==> config.mk <==
export PLATFORM = sky130hd
export DESIGN_NAME = alu_mdu
export DESIGN_NICKNAME = d
export VERILOG_FILES = /design/src/rtl/alu_mdu.sv
export SDC_FILE = /design/constraint.sdc
export NUM_CORES = 1
export LEC_CHECK = 0
export CORE_MARGIN = 8
export CORE_UTILIZATION = 45
export CTS_CLUSTER_SIZE = 20
export DETAILED_ROUTE_END_ITERATION = 8
export GPL_TIMING_DRIVEN = 1
export PLACE_DENSITY = 0.66
export SLEW_MARGIN = 20
export SYNTH_ARGS = -nofsm -noshare
export SYNTH_HDL_FRONTEND = slang
export SYNTH_SLANG_ARGS = --single-unit
==> constraint.sdc <==
create_clock -name clk -period 3 [get_ports clk]
set_clock_uncertainty 0.2 [all_clocks]
set_input_delay 0.6 -clock clk [delete_from_list [all_inputs] [get_ports clk]]
set_output_delay 0.6 -clock clk [all_outputs]
set_load 0.01 [all_outputs]
==> src/rtl/alu_mdu.sv <==
// alu_mdu: registered ALU with an optional iterative multiply/divide unit.
//
// Ports:
//   clk, rst_n           clock, asynchronous active-low reset
//   InValid / InReady    request handshake; SrcA, SrcB, ALUControl captured on accept
//   OutValid / OutReady  result handshake; result held until taken
//   ALUResult            registered result
//   Zero, Negative       flags derived from the registered result
//   Illegal              held result came from an unsupported ALUControl code
//
// Build option: define ALU_MDU_EN to include the shift-add multiplier and restoring
// divider (MUL, MULHU, DIV, DIVU, REM, REMU). Without it those codes are illegal.
module alu_mdu #(
    parameter int unsigned XLEN = 32,
    parameter int unsigned SHW  = $clog2(XLEN)
) (
    input  logic            clk,
    input  logic            rst_n,
    input  logic            InValid,
    output logic            InReady,
    input  logic [XLEN-1:0] SrcA,
    input  logic [XLEN-1:0] SrcB,
    input  logic [4:0]      ALUControl,
    output logic            OutValid,
    input  logic            OutReady,
    output logic [XLEN-1:0] ALUResult,
    output logic            Zero,
    output logic            Negative,
    output logic            Illegal
);

    localparam logic [4:0] OpSll   = 5'b00000;
    localparam logic [4:0] OpSrl   = 5'b10000;
    localparam logic [4:0] OpSra   = 5'b10001;
    localparam logic [4:0] OpAdd   = 5'b00010;
    localparam logic [4:0] OpSub   = 5'b11110;
    localparam logic [4:0] OpOr    = 5'b00111;
    localparam logic [4:0] OpAnd   = 5'b00011;
    localparam logic [4:0] OpXor   = 5'b00100;
    localparam logic [4:0] OpSlt   = 5'b00101;
    localparam logic [4:0] OpSltu  = 5'b00110;
`ifdef ALU_MDU_EN
    localparam logic [4:0] OpMul   = 5'b01000;
    localparam logic [4:0] OpMulhu = 5'b01001;
    localparam logic [4:0] OpDiv   = 5'b01100;
    localparam logic [4:0] OpDivu  = 5'b01101;
    localparam logic [4:0] OpRem   = 5'b01110;
    localparam logic [4:0] OpRemu  = 5'b01111;
`endif

    typedef enum logic [1:0] {StIdle, StCalc, StDone} state_e;

    state_e          state_q, state_d;
    logic [XLEN-1:0] result_q, result_d;
    logic            illegal_q, illegal_d;

    logic [SHW-1:0]  shamt;
    logic [XLEN-1:0] alu_res;
    logic            alu_legal;
    logic            start_calc;

    assign shamt = SrcB[SHW-1:0];

`ifdef ALU_MDU_EN
    logic [XLEN-1:0] hi_q, hi_d;
    logic [XLEN-1:0] lo_q, lo_d;
    logic [XLEN-1:0] mcand_q, mcand_d;
    logic [SHW-1:0]  cnt_q, cnt_d;
    logic [4:0]      op_q, op_d;
    logic            qneg_q, qneg_d;
    logic            rneg_q, rneg_d;

    logic            is_mul, is_div, is_signed;
    logic            a_neg, b_neg, div_zero, overflow;
    logic [XLEN-1:0] a_mag, b_mag;

    assign is_mul    = (ALUControl == OpMul) || (ALUControl == OpMulhu);
    assign is_div    = (ALUControl == OpDiv) || (ALUControl == OpDivu) ||
                       (ALUControl == OpRem) || (ALUControl == OpRemu);
    assign is_signed = (ALUControl == OpDiv) || (ALUControl == OpRem);
    assign a_neg     = is_signed & SrcA[XLEN-1];
    assign b_neg     = is_signed & SrcB[XLEN-1];
    assign a_mag     = a_neg ? -SrcA : SrcA;
    assign b_mag     = b_neg ? -SrcB : SrcB;
    assign div_zero  = (SrcB == '0);
    assign overflow  = is_signed && (SrcA == {1'b1, {(XLEN-1){1'b0}}}) && (SrcB == '1);
    // Divide-by-zero and signed overflow finish in one cycle through the ALU path.
    assign start_calc = is_mul || (is_div && !div_zero && !overflow);

    // One iteration of the shift-add multiplier: {hi, lo} holds partial product and
    // the not-yet-consumed multiplier bits.
    logic [XLEN:0]   mul_sum;
    logic [XLEN-1:0] mul_hi, mul_lo;
    assign mul_sum = {1'b0, hi_q} + {1'b0, (lo_q[0] ? mcand_q : {XLEN{1'b0}})};
    assign mul_hi  = mul_sum[XLEN:1];
    assign mul_lo  = {mul_sum[0], lo_q[XLEN-1:1]};

    // One iteration of the restoring divider: hi = partial remainder, lo shifts the
    // dividend out and the quotient bits in.
    logic [XLEN:0]   rem_sh;
    logic            div_ge;
    logic [XLEN-1:0] div_hi, div_lo;
    assign rem_sh = {hi_q, lo_q[XLEN-1]};
    assign div_ge = rem_sh >= {1'b0, mcand_q};
    // When div_ge holds the difference is below the divisor, so XLEN bits suffice.
    assign div_hi = div_ge ? (rem_sh[XLEN-1:0] - mcand_q) : rem_sh[XLEN-1:0];
    assign div_lo = {lo_q[XLEN-2:0], div_ge};

    logic            op_is_mul;
    logic [XLEN-1:0] step_hi, step_lo, mdu_res;
    assign op_is_mul = (op_q == OpMul) || (op_q == OpMulhu);
    assign step_hi   = op_is_mul ? mul_hi : div_hi;
    assign step_lo   = op_is_mul ? mul_lo : div_lo;

    always_comb begin
        mdu_res = '0;
        case (op_q)
            OpMul:   mdu_res = step_lo;
            OpMulhu: mdu_res = step_hi;
            OpDiv:   mdu_res = qneg_q ? -step_lo : step_lo;
            OpDivu:  mdu_res = step_lo;
            OpRem:   mdu_res = rneg_q ? -step_hi : step_hi;
            OpRemu:  mdu_res = step_hi;
            default: mdu_res = '0;
        endcase
    end
`else
    assign start_calc = 1'b0;
`endif

    // Single-cycle results, including the multi-cycle bypass cases.
    always_comb begin
        alu_res   = '0;
        alu_legal = 1'b1;
        case (ALUControl)
            OpSll:  alu_res = SrcA << shamt;
            OpSrl:  alu_res = SrcA >> shamt;
            OpSra:  alu_res = $signed(SrcA) >>> shamt;
            OpAdd:  alu_res = SrcA + SrcB;
            OpSub:  alu_res = SrcA - SrcB;
            OpOr:   alu_res = SrcA | SrcB;
            OpAnd:  alu_res = SrcA & SrcB;
            OpXor:  alu_res = SrcA ^ SrcB;
            OpSlt:  alu_res = {{(XLEN-1){1'b0}}, $signed(SrcA) < $signed(SrcB)};
            OpSltu: alu_res = {{(XLEN-1){1'b0}}, SrcA < SrcB};
`ifdef ALU_MDU_EN
            OpMul, OpMulhu: alu_res = '0;
            // Bypass values: div-by-zero gives all-ones, overflow gives A.
            OpDiv, OpDivu:  alu_res = div_zero ? '1 : SrcA;
            OpRem, OpRemu:  alu_res = div_zero ? SrcA : '0;
`endif
            default: alu_legal = 1'b0;
        endcase
    end

    always_comb begin
        state_d   = state_q;
        result_d  = result_q;
        illegal_d = illegal_q;
`ifdef ALU_MDU_EN
        hi_d      = hi_q;
        lo_d      = lo_q;
        mcand_d   = mcand_q;
        cnt_d     = cnt_q;
        op_d      = op_q;
        qneg_d    = qneg_q;
        rneg_d    = rneg_q;
`endif
        case (state_q)
            StIdle: begin
                if (InValid) begin
                    if (start_calc) begin
`ifdef ALU_MDU_EN
                        op_d    = ALUControl;
                        hi_d    = '0;
                        lo_d    = is_mul ? SrcA : a_mag;
                        mcand_d = is_mul ? SrcB : b_mag;
                        qneg_d  = a_neg ^ b_neg;
                        rneg_d  = a_neg;
                        cnt_d   = '0;
`endif
                        state_d = StCalc;
                    end else begin
                        result_d  = alu_res;
                        illegal_d = !alu_legal;
                        state_d   = StDone;
                    end
                end
            end
            StCalc: begin
`ifdef ALU_MDU_EN
                hi_d  = step_hi;
                lo_d  = step_lo;
                cnt_d = cnt_q + 1'b1;
                if (cnt_q == SHW'(XLEN - 1)) begin
                    result_d  = mdu_res;
                    illegal_d = 1'b0;
                    state_d   = StDone;
                end
`else
                state_d = StIdle;
`endif
            end
            StDone: begin
                if (OutReady) state_d = StIdle;
            end
            default: state_d = StIdle;
        endcase
    end

    always_ff @(posedge clk or negedge rst_n) begin
        if (!rst_n) begin
            state_q   <= StIdle;
            result_q  <= '0;
            illegal_q <= 1'b0;
`ifdef ALU_MDU_EN
            hi_q      <= '0;
            lo_q      <= '0;
            mcand_q   <= '0;
            cnt_q     <= '0;
            op_q      <= '0;
            qneg_q    <= 1'b0;
            rneg_q    <= 1'b0;
`endif
        end else begin
            state_q   <= state_d;
            result_q  <= result_d;
            illegal_q <= illegal_d;
`ifdef ALU_MDU_EN
            hi_q      <= hi_d;
            lo_q      <= lo_d;
            mcand_q   <= mcand_d;
            cnt_q     <= cnt_d;
            op_q      <= op_d;
            qneg_q    <= qneg_d;
            rneg_q    <= rneg_d;
`endif
        end
    end

    assign InReady   = (state_q == StIdle);
    assign OutValid  = (state_q == StDone);
    assign ALUResult = result_q;
    assign Zero      = (result_q == '0);
    assign Negative  = result_q[XLEN-1];
    assign Illegal   = illegal_q;

endmodule
==> results.py <==
# Generated from Yosys and OpenROAD reports
metrics = {
    "routing": {
        "viasPerCell": 6.86,
        "wirelength_um": 67000,
        "first_iter_violations": 2802,
        "drt-met1-wl_um": 23100,
        "num_vias": 16100,
    },
    "setup_path": {
        "crit_path_end_kind": "register",
        "r2r_cells": 8,
        "r2r_slack_ps": 370,
        "reg2reg_from": "state_q[1]",
    },
    "finish": {
        "seq_share_pct": 4.64,
        "num_antenna_cells": 0,
        "clkbuf_count": 7,
    },
    "logic_synthesis": {
        "top_cell_area_share_pct": 12.7,
        "syn_area_per_cell_um2": 7.20,
        "ys_cells": 1453,
    },
    "placed_design": {
        "gp_congestion": 1.09,
        "place_area_um2": 15700,
        "io_buffers": 109,
    },
    "grt": {
        "grt_max_degree": 64,
        "grt_use_met3_pct": 11.9,
        "grt.busiest_layer": "met2",
    },
    "timing": {
        "setup_violations": 23,
        "hold_ws_ps": 250,
        "finalWorstSetupSlack_ps": -491,
        "tns_ps": -5320,
        "relSlewSlack_pct": 36.0,
        "finalHoldViolations": 0,
    },
    "status": {
        "status": "finished with violations",
        "violations": "negative setup slack",
    },
    "power": {
        "seq_cell_power_mw": 0.572,
        "irDropWorstVdd_mv": 0.175,
        "p_switching_mw": 2.20,
    },
    "clock_tree": {
        "numCtsBuffers": 5,
        "clock_latency_ps": 290,
    },
    "floorplanning": {
        "initial_core_util_pct": 46.1,
    },
}
==> timing repair <==
| item | 4_1_cts | 5_1_grt |
|---|---|---|
| setup endpoints to repair | 29 | 29 |
| gates resized | 432 | 139 |
| hold buffers | 0 | 0 |
| setup buffers | 61 | 25 |
| pin swaps | 113 | 97 |
| cloned | 0 | 2 |
==> cell families (layout without fill, tap and decap cells) <==
| group | Yosys count | count (layout) | share of synthesized area (%) |
|---|---|---|---|
| compound gates | 537 | 537 | 35.3 |
| xor+xnor | 7 | 7 | 0.586 |
| fa+ha+maj | 108 | 108 | 13.1 |
| buf+inv | 214 | 827 | 8.66 |
| flops | 34 | 34 | 8.13 |
| mux | 109 | 109 | 15.0 |
| simple gates | 444 | 444 | 19.3 |
### Signal wires by layer

Scale: 2 px per um.
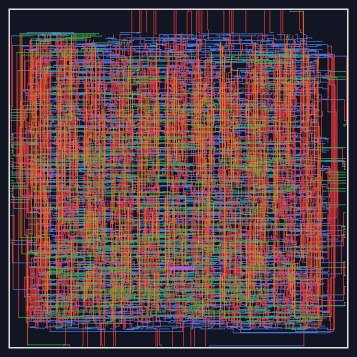
Key: metal 1 = blue [wire length 23.1 mm]; metal 4 = orange [wire length 6,900 um]; metal 2 = red [wire length 28.6 mm]; metal 3 = green [wire length 8,460 um]; metal 5 = purple [wire length 11.0 um]

### Sizing map

Scale: 2 px per um.
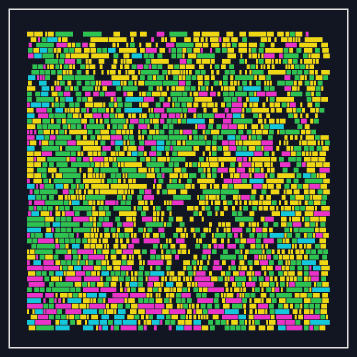
Key: _3 and _4 cells = green [cells 665, share 32%]; _0 and _1 cells = yellow [cells 1,072, share 52%]; _6 and larger = cyan [cells 82, share 4.0%]; _2 cells = magenta [cells 247, share 12%]

### Port wiring

Scale: 3 px per um.
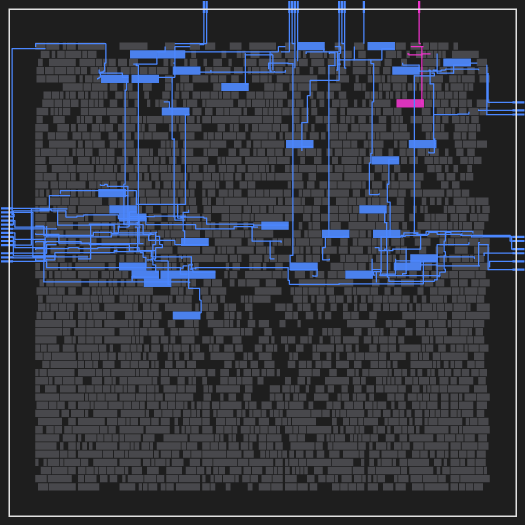
Key: ALUResult = blue [bits 32, direction output, edge 13 west, 10 north, 9 east, end cells 32, wire 2,760 um]; OutValid = magenta [bits 1, direction output, edge north, end cells 1, wire 43.4 um]

No activity file was given, so power comes from the tool's default toggle rates.
